===== config.mk =====
export PLATFORM = sky130hd
export DESIGN_NAME = rca128_mc_ctrl_flat
export DESIGN_NICKNAME = d
export VERILOG_FILES = /design/src/rtl/rca128_mc_ctrl_pkg.sv /design/src/rtl/rca128_mc_ctrl_if.sv /design/src/rtl/rca128_mc_ctrl_word_pack.sv /design/src/rtl/rca128_mc_ctrl.sv /design/src/flat_wrapper.sv
export SDC_FILE = /design/constraint.sdc
export NUM_CORES = 1
export LEC_CHECK = 0
export CAP_MARGIN = 20
export CELL_PAD_IN_SITES_DETAIL_PLACEMENT = 0
export CELL_PAD_IN_SITES_GLOBAL_PLACEMENT = 2
export CORE_MARGIN = 4
export CORE_UTILIZATION = 28
export CTS_CLUSTER_DIAMETER = 40
export CTS_CLUSTER_SIZE = 20
export DETAILED_ROUTE_END_ITERATION = 7
export MAX_ROUTING_LAYER = met4
export PLACE_DENSITY_LB_ADDON = 0.05
export SLEW_MARGIN = 20
export SYNTH_ARGS = -nofsm -noshare
export SYNTH_HDL_FRONTEND = slang
export SYNTH_SLANG_ARGS = --single-unit

===== constraint.sdc =====
create_clock -name in_CLK -period 2.8 [get_ports in_CLK]
set_input_delay 0.7 -clock in_CLK [delete_from_list [all_inputs] [get_ports in_CLK]]
set_output_delay 0.7 -clock in_CLK [all_outputs]
set_load 0.05 [all_outputs]

===== src/rtl/rca128_mc_ctrl_pkg.sv =====
// Shared types and constants for the 128-bit ripple-carry adder multicycle controller.
package rca_pkg;

  localparam int RCA_WORD_W = 32;
  localparam int RCA_OP_W   = 128;

  typedef enum logic [1:0] {
    ST_LOAD_A,
    ST_LOAD_B,
    ST_SETTLE,
    ST_DRAIN
  } rca_state_e;

  function automatic int beats(input int op_w, input int word_w);
    return op_w / word_w;
  endfunction

endpackage


===== src/rtl/rca128_mc_ctrl_if.sv =====
// Word-stream, adder-side and result-stream signals of rca128_mc_ctrl.
// out_OVF exists only when RCA128_OVF_EN is defined.
interface rca128_mc_ctrl_if #(
  parameter int WORD_W = rca_pkg::RCA_WORD_W,
  parameter int OP_W   = rca_pkg::RCA_OP_W
) ();

  logic [WORD_W-1:0] in_WDATA;
  logic              in_WVALID;
  logic              in_CIN;
  logic              out_WREADY;
  logic [OP_W-1:0]   out_OP_A;
  logic [OP_W-1:0]   out_OP_B;
  logic              out_CI;
  logic [OP_W-1:0]   in_SUM;
  logic              in_CO;
  logic [WORD_W-1:0] out_RDATA;
  logic              out_RVALID;
  logic              in_RREADY;
  logic              out_RLAST;
  logic              out_CO_FLAG;
`ifdef RCA128_OVF_EN
  logic              out_OVF;
`endif

  // The controller is the slave of the operand stream and the adder environment.
  modport slave (
    input  in_WDATA, in_WVALID, in_CIN, in_SUM, in_CO, in_RREADY,
    output out_WREADY, out_OP_A, out_OP_B, out_CI, out_RDATA, out_RVALID,
           out_RLAST, out_CO_FLAG
`ifdef RCA128_OVF_EN
    , output out_OVF
`endif
  );

  modport master (
    output in_WDATA, in_WVALID, in_CIN, in_SUM, in_CO, in_RREADY,
    input  out_WREADY, out_OP_A, out_OP_B, out_CI, out_RDATA, out_RVALID,
           out_RLAST, out_CO_FLAG
`ifdef RCA128_OVF_EN
    , input out_OVF
`endif
  );

endinterface


===== src/rtl/rca128_mc_ctrl_word_pack.sv =====
// OP_W-bit operand register written one WORD_W slot at a time.
module rca_word_pack #(
  parameter int WORD_W = 32,
  parameter int OP_W   = 128,
  parameter int IDX_W  = 2
) (
  input  logic              clk,
  input  logic              rst,
  input  logic              we,
  input  logic [IDX_W-1:0]  idx,
  input  logic [WORD_W-1:0] wdata,
  output logic [OP_W-1:0]   data
);

  localparam int BEATS = OP_W / WORD_W;

  // NOTE: state uses <= so every flop samples pre-edge values regardless of block order.
  always_ff @(posedge clk) begin
    if (rst) begin
      data <= '0;
    end else if (we) begin
      for (int i = 0; i < BEATS; i++) begin
        if (idx == IDX_W'(i)) data[i*WORD_W +: WORD_W] <= wdata;
      end
    end
  end

endmodule


===== src/rtl/rca128_mc_ctrl.sv =====
// Multicycle front/back-end for an external combinational ripple-carry adder.
// Optional macro RCA128_OVF_EN adds a signed-overflow flag (out_OVF).
module rca128_mc_ctrl
  import rca_pkg::*;
#(
  parameter int WORD_W     = RCA_WORD_W,
  parameter int OP_W       = RCA_OP_W,
  parameter int SETTLE_CYC = 4
) (
  input logic             in_CLK,
  input logic             in_RST,
  rca128_mc_ctrl_if.slave bus
);

  localparam int BEATS = beats(OP_W, WORD_W);
  localparam int IDX_W = (BEATS > 1) ? $clog2(BEATS) : 1;
  localparam logic [IDX_W-1:0] LAST_BEAT   = IDX_W'(BEATS - 1);
  localparam logic [3:0]       SETTLE_LAST = 4'(SETTLE_CYC - 1);

  rca_state_e        state, state_nxt;
  logic [IDX_W-1:0]  beat_cnt;
  logic [3:0]        settle_cnt;
  logic [OP_W-1:0]   op_a, op_b, result;
  logic              ci, co_flag;
  logic              wready, rvalid, w_xfer, r_xfer, we_a, we_b;
  logic              beat_last, settle_done;
  logic [WORD_W-1:0] rdata;
`ifdef RCA128_OVF_EN
  logic              ovf;
`endif

  assign beat_last   = (beat_cnt == LAST_BEAT);
  assign settle_done = (state == ST_SETTLE) && (settle_cnt == SETTLE_LAST);

  always_ff @(posedge in_CLK) begin
    if (in_RST) state <= ST_LOAD_A;
    else        state <= state_nxt;
  end

  always_comb begin
    state_nxt = state;
    unique case (state)
      ST_LOAD_A: if (w_xfer && beat_last) state_nxt = ST_LOAD_B;
      ST_LOAD_B: if (w_xfer && beat_last) state_nxt = ST_SETTLE;
      ST_SETTLE: if (settle_done)         state_nxt = ST_DRAIN;
      ST_DRAIN:  if (r_xfer && beat_last) state_nxt = ST_LOAD_A;
      default:                            state_nxt = ST_LOAD_A;
    endcase
  end

  // NOTE: every output gets a default first so no path through this block infers a latch.
  always_comb begin
    wready = 1'b0;
    rvalid = 1'b0;
    rdata  = '0;
    unique case (state)
      ST_LOAD_A, ST_LOAD_B: wready = !in_RST;
      ST_DRAIN:             rvalid = !in_RST;
      default: ;
    endcase
    for (int i = 0; i < BEATS; i++) begin
      if (beat_cnt == IDX_W'(i)) rdata = result[i*WORD_W +: WORD_W];
    end
  end

  assign w_xfer = bus.in_WVALID && wready;
  assign r_xfer = rvalid && bus.in_RREADY;
  assign we_a   = w_xfer && (state == ST_LOAD_A);
  assign we_b   = w_xfer && (state == ST_LOAD_B);

  always_ff @(posedge in_CLK) begin
    if (in_RST) begin
      beat_cnt   <= '0;
      settle_cnt <= '0;
      ci         <= 1'b0;
      result     <= '0;
      co_flag    <= 1'b0;
`ifdef RCA128_OVF_EN
      ovf        <= 1'b0;
`endif
    end else begin
      if (w_xfer || r_xfer) beat_cnt <= beat_last ? '0 : beat_cnt + 1'b1;
      settle_cnt <= (state == ST_SETTLE && !settle_done) ? settle_cnt + 4'd1 : 4'd0;
      if (we_a && beat_cnt == '0) ci <= bus.in_CIN;
      // The adder has had SETTLE_CYC full cycles of stable inputs by this edge.
      if (settle_done) begin
        result  <= bus.in_SUM;
        co_flag <= bus.in_CO;
`ifdef RCA128_OVF_EN
        ovf     <= (op_a[OP_W-1] == op_b[OP_W-1]) && (bus.in_SUM[OP_W-1] != op_a[OP_W-1]);
`endif
      end
    end
  end

  rca_word_pack #(.WORD_W(WORD_W), .OP_W(OP_W), .IDX_W(IDX_W)) u_pack_a (
    .clk(in_CLK), .rst(in_RST), .we(we_a), .idx(beat_cnt), .wdata(bus.in_WDATA), .data(op_a)
  );

  rca_word_pack #(.WORD_W(WORD_W), .OP_W(OP_W), .IDX_W(IDX_W)) u_pack_b (
    .clk(in_CLK), .rst(in_RST), .we(we_b), .idx(beat_cnt), .wdata(bus.in_WDATA), .data(op_b)
  );

  assign bus.out_WREADY  = wready;
  assign bus.out_OP_A    = op_a;
  assign bus.out_OP_B    = op_b;
  assign bus.out_CI      = ci;
  assign bus.out_RDATA   = rdata;
  assign bus.out_RVALID  = rvalid;
  assign bus.out_RLAST   = rvalid && beat_last;
  assign bus.out_CO_FLAG = co_flag;
`ifdef RCA128_OVF_EN
  assign bus.out_OVF     = ovf;
`endif

endmodule


===== src/flat_wrapper.sv =====
// flat-port wrapper written by rule: the top's interface ports become plain ports
module rca128_mc_ctrl_flat import rca_pkg::*;
#(
  parameter int WORD_W     = RCA_WORD_W,
  parameter int OP_W       = RCA_OP_W,
  parameter int SETTLE_CYC = 4
)
  (in_CLK, in_RST, bus_in_WDATA, bus_in_WVALID, bus_in_CIN, bus_in_SUM, bus_in_CO, bus_in_RREADY, bus_out_WREADY, bus_out_OP_A, bus_out_OP_B, bus_out_CI, bus_out_RDATA, bus_out_RVALID, bus_out_RLAST, bus_out_CO_FLAG);
  rca128_mc_ctrl_if #(.WORD_W(WORD_W), .OP_W(OP_W)) bus_i ();
  input logic in_CLK;
  input logic in_RST;
  input wire logic [$bits(bus_i.in_WDATA)-1:0] bus_in_WDATA;
  input wire logic [$bits(bus_i.in_WVALID)-1:0] bus_in_WVALID;
  input wire logic [$bits(bus_i.in_CIN)-1:0] bus_in_CIN;
  input wire logic [$bits(bus_i.in_SUM)-1:0] bus_in_SUM;
  input wire logic [$bits(bus_i.in_CO)-1:0] bus_in_CO;
  input wire logic [$bits(bus_i.in_RREADY)-1:0] bus_in_RREADY;
  output wire logic [$bits(bus_i.out_WREADY)-1:0] bus_out_WREADY;
  output wire logic [$bits(bus_i.out_OP_A)-1:0] bus_out_OP_A;
  output wire logic [$bits(bus_i.out_OP_B)-1:0] bus_out_OP_B;
  output wire logic [$bits(bus_i.out_CI)-1:0] bus_out_CI;
  output wire logic [$bits(bus_i.out_RDATA)-1:0] bus_out_RDATA;
  output wire logic [$bits(bus_i.out_RVALID)-1:0] bus_out_RVALID;
  output wire logic [$bits(bus_i.out_RLAST)-1:0] bus_out_RLAST;
  output wire logic [$bits(bus_i.out_CO_FLAG)-1:0] bus_out_CO_FLAG;
  assign bus_i.in_WDATA = bus_in_WDATA;
  assign bus_i.in_WVALID = bus_in_WVALID;
  assign bus_i.in_CIN = bus_in_CIN;
  assign bus_i.in_SUM = bus_in_SUM;
  assign bus_i.in_CO = bus_in_CO;
  assign bus_i.in_RREADY = bus_in_RREADY;
  assign bus_out_WREADY = bus_i.out_WREADY;
  assign bus_out_OP_A = bus_i.out_OP_A;
  assign bus_out_OP_B = bus_i.out_OP_B;
  assign bus_out_CI = bus_i.out_CI;
  assign bus_out_RDATA = bus_i.out_RDATA;
  assign bus_out_RVALID = bus_i.out_RVALID;
  assign bus_out_RLAST = bus_i.out_RLAST;
  assign bus_out_CO_FLAG = bus_i.out_CO_FLAG;
  rca128_mc_ctrl #(.WORD_W(WORD_W), .OP_W(OP_W), .SETTLE_CYC(SETTLE_CYC)) u_core (.in_CLK(in_CLK), .in_RST(in_RST), .bus(bus_i));
endmodule

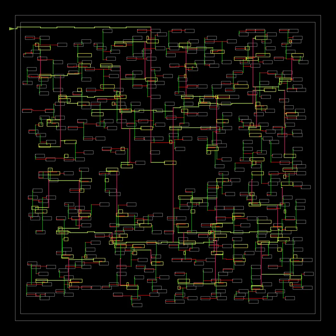
**Above:** the clock network.
Clk. pwr: 9.15 mW
clock buffers: 89
total CTS buffers: 75
clk_skew: 0.01814 ns
number of clock sinks: 394

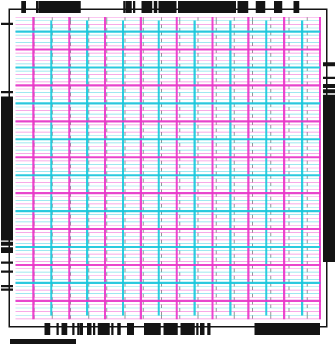
**Above:** supply network.
The bar under the picture is 50 um long. Pins as bars on the die edge. Tap cells in grey.
- magenta: VSS
- cyan: VDD
- met5 straps: 16
- tap cells: 688
- met4 straps: 17
- met1 rails: 85

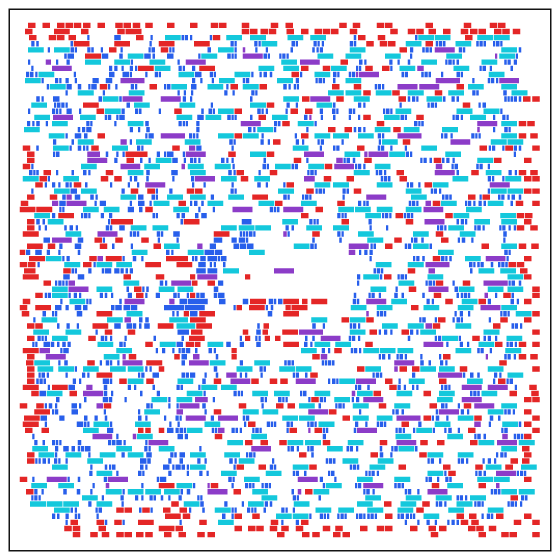
**Above:** cells coloured by class.
- purple: clock drivers and dummy loads (cells 136; share of their area 11%)
- blue: remaining logic cells (cells 1414; share of their area 29%)
- red: remaining buffers and delay cells (cells 504; share of their area 25%)
- cyan: sequential cells (cells 394; share of their area 35%)

[layout make-up]
| cell class | instances | area, um2 |
|---|---|---|
| multi-input combinational | 1409 | 6426 |
| sequential | 394 | 7895 |
| inverter | 5 | 21.27 |
| clock inverter | 47 | 568.0 |
| antenna | 17 | 42.54 |
| fill | 5285 | 29380 |
| tap | 688 | 860.8 |
| clock buffer | 89 | 2002 |
| timing repair buffer | 504 | 5564 |
[cells in the mapped netlist (7+ instances only)]
library cell,instances
nand3b_1,35
a21oi_1,451
nand2_1,846
nor2_1,10
and2_1,7
buf_1,26
o21ai_0,33
ha_1,9
buf_2,42
dfxtp_1,394
clkbuf_1,88
buf_4,30
[power by group]
| group | internal [mW] | leakage, nW | switching [mW] |
|---|---|---|---|
| logic | 0.648 | 3.38 | 1.08 |
| registers | 5.73 | 3.18 | 0.0640 |
| clock network | 5.99 | 1.24 | 3.16 |
| total | 12.4 | 7.80 | 4.31 |
[per-layer routing]
metal | up-vias | track usage (%) | part of all wire, %
met5 | - | - | 0
met4 | 0 | 5.682 | 2.3
li1 | 7266 | - | -
met3 | 100 | 6.759 | 6.8
met1 | 6790 | 26.05 | 43
met2 | 371 | 33.67 | 47
[worst reg2reg max path, delay by kind of cell (launching register included)]
family	cells	cell delay (ns)
compound gates	1	0.14
fa+ha+maj	1	0.21
buf+inv	1	0.32
flops	1	0.35
simple gates	3	1.03
[final timing paths]
path | start | to | slack [ns]
setup reg to reg | u_core.settle_cnt[0] | u_core.result[74] | 0.68
hold / removal | in_RST | u_core.result[64] | 0.41
hold reg to reg | u_core.u_pack_b.data[15] | u_core.u_pack_b.data[15] | 0.45
setup / recovery | u_core.beat_cnt[1] | bus_out_RDATA[5] | -0.08
[logic make-up after synthesis]
family	after synthesis	share of synthesized area, %
buffers and inverters	193	6.035
multiplexers	3	0.2003
AND-OR/OR-AND	486	16.28
adder cells (fa/ha/maj)	9	0.7512
AND/OR/NAND/NOR	909	24.00
flip-flops	394	52.62
XOR/XNOR	2	0.1169
[what timing repair did]
action                                  CTS  global route
endpoints found under the setup margin   33            33
pin swaps                                 4             5
setup buffers                             3             6
gates cloned                              3             0
gates resized                            55            12
[sequential cells by signal (all words and copies together), names as in the netlist]
name	count
u_core.result	128
u_core.u_pack_a.data	128
u_core.u_pack_b.data	128
u_core.settle_cnt	4
u_core.beat_cnt	2
u_core.state	2
u_core.bus.out_CI	1
u_core.bus.out_CO_FLAG	1
[metrics by stage]
stage,cells,area (um2),power [mW],util [%]
2_1_floorplan,1996,14990,6.786,-
3_3_place_gp,2988,20380,7.543,38.63
3_5_place_dp,2988,20380,7.557,38.63
4_1_cts,3130,23250,16.93,44.06
5_1_grt,3152,23380,17.25,44.31
6_report,3153,23380,16.68,44.31
==> metrics.cfg <==
[min_path]
hold_depth = 2

[floorplanning]
die_w_um = 239.4
die_area_um2 = 57300
core-area_um2 = 52760
ioPinCount = 459
fp_util_pct = 28.41
std_cell_rows = 84
die_h_um = 239.4

[final_timing]
finalSetupViolCount = 18
whs_ns = 0.4108
finalClockPeriodUsage_pct = 102.9
rsz0062_at_grt = yes
worst_slack_ns = -0.08033
final-hold-violation-count = 0
tns_ns = -0.5069
fin_crit_ns = 2.880
finalMaxSlewViolations = 0
max_freq_ghz = 0.3472

[cts]
cts_max_level = 3
clock.latency.late_pin_ns = 0.60
cts_tree = built
ctsHoldBuffers = 0
clkTransAtPathRegs_ns = 0.05
clk_path_buf_depth = 3
clockRootBuffer = clkbuf_16

[critical_path]
setup.worst_path.end_class = output port
path_delay_family = AND-OR/OR-AND gates
crit_type = flip-flop to output port
critPathRequiredTime_ns = 2.10
crit_chain = inv_4 -> ha_4 -> buf_12 -> nand3b_1 -> a21oi_1 -> a21oi_1 -> o21ai_2 -> buf_12
rr_worst_depth = 6
start_kind = flip-flop
cp.depth = 8
cp_slowest_cell = dfxtp_4

[grt]
antenna_found_initial = 16
grt_pass1_vias = 13880
overflow = 0
grt_first_pass_wirelength_um = 89430
grt_start_max_net_pins = 197
track_usage_pct = 21.15

[pwr]
peakVddDrop_v = 0.0004220
p_leak_nw = 7.803

[finish]
syn_to_final_growth_pct = 55.96
layout.cells.most_common = nand2_1
layout-drive-gt1-share_pct = 10.95
fin_nets = 2564
final_layout_top_logic_cells = nand2_1 (842), a21oi_1 (438), clkdlybuf4s50_1 (422)

[synthesis]
syn_nets = 2171
yosys_cells = 1996
synth_area_um2 = 14990
synth-edff-count = 0
yosysSeqAreaShare_pct = 52.62
ff_type = dfxtp_1
ys_ff = 394
async_reset_ff_share_pct = 0
syn_inst = 1996
yosys.area.top_type = dfxtp_1
yosysWarnings = 0
synth.area.top_cells = dfxtp_1 (53%), nand2_1 (21%), a21oi_1 (15%)

[place]
portBuffers = 458
gp_congestion = 0.7650
place_hpwl_um = 40300

[routing]
routedWlPerCell_um = 19.50
drt_iter0_markers = 800
via_per_inst = 4.607
route.detailed.drc = 0

[outcome]
status = complete, but fails checks
failed_checks = setup timing

No activity file was given, so power comes from the tool's default toggle rates.
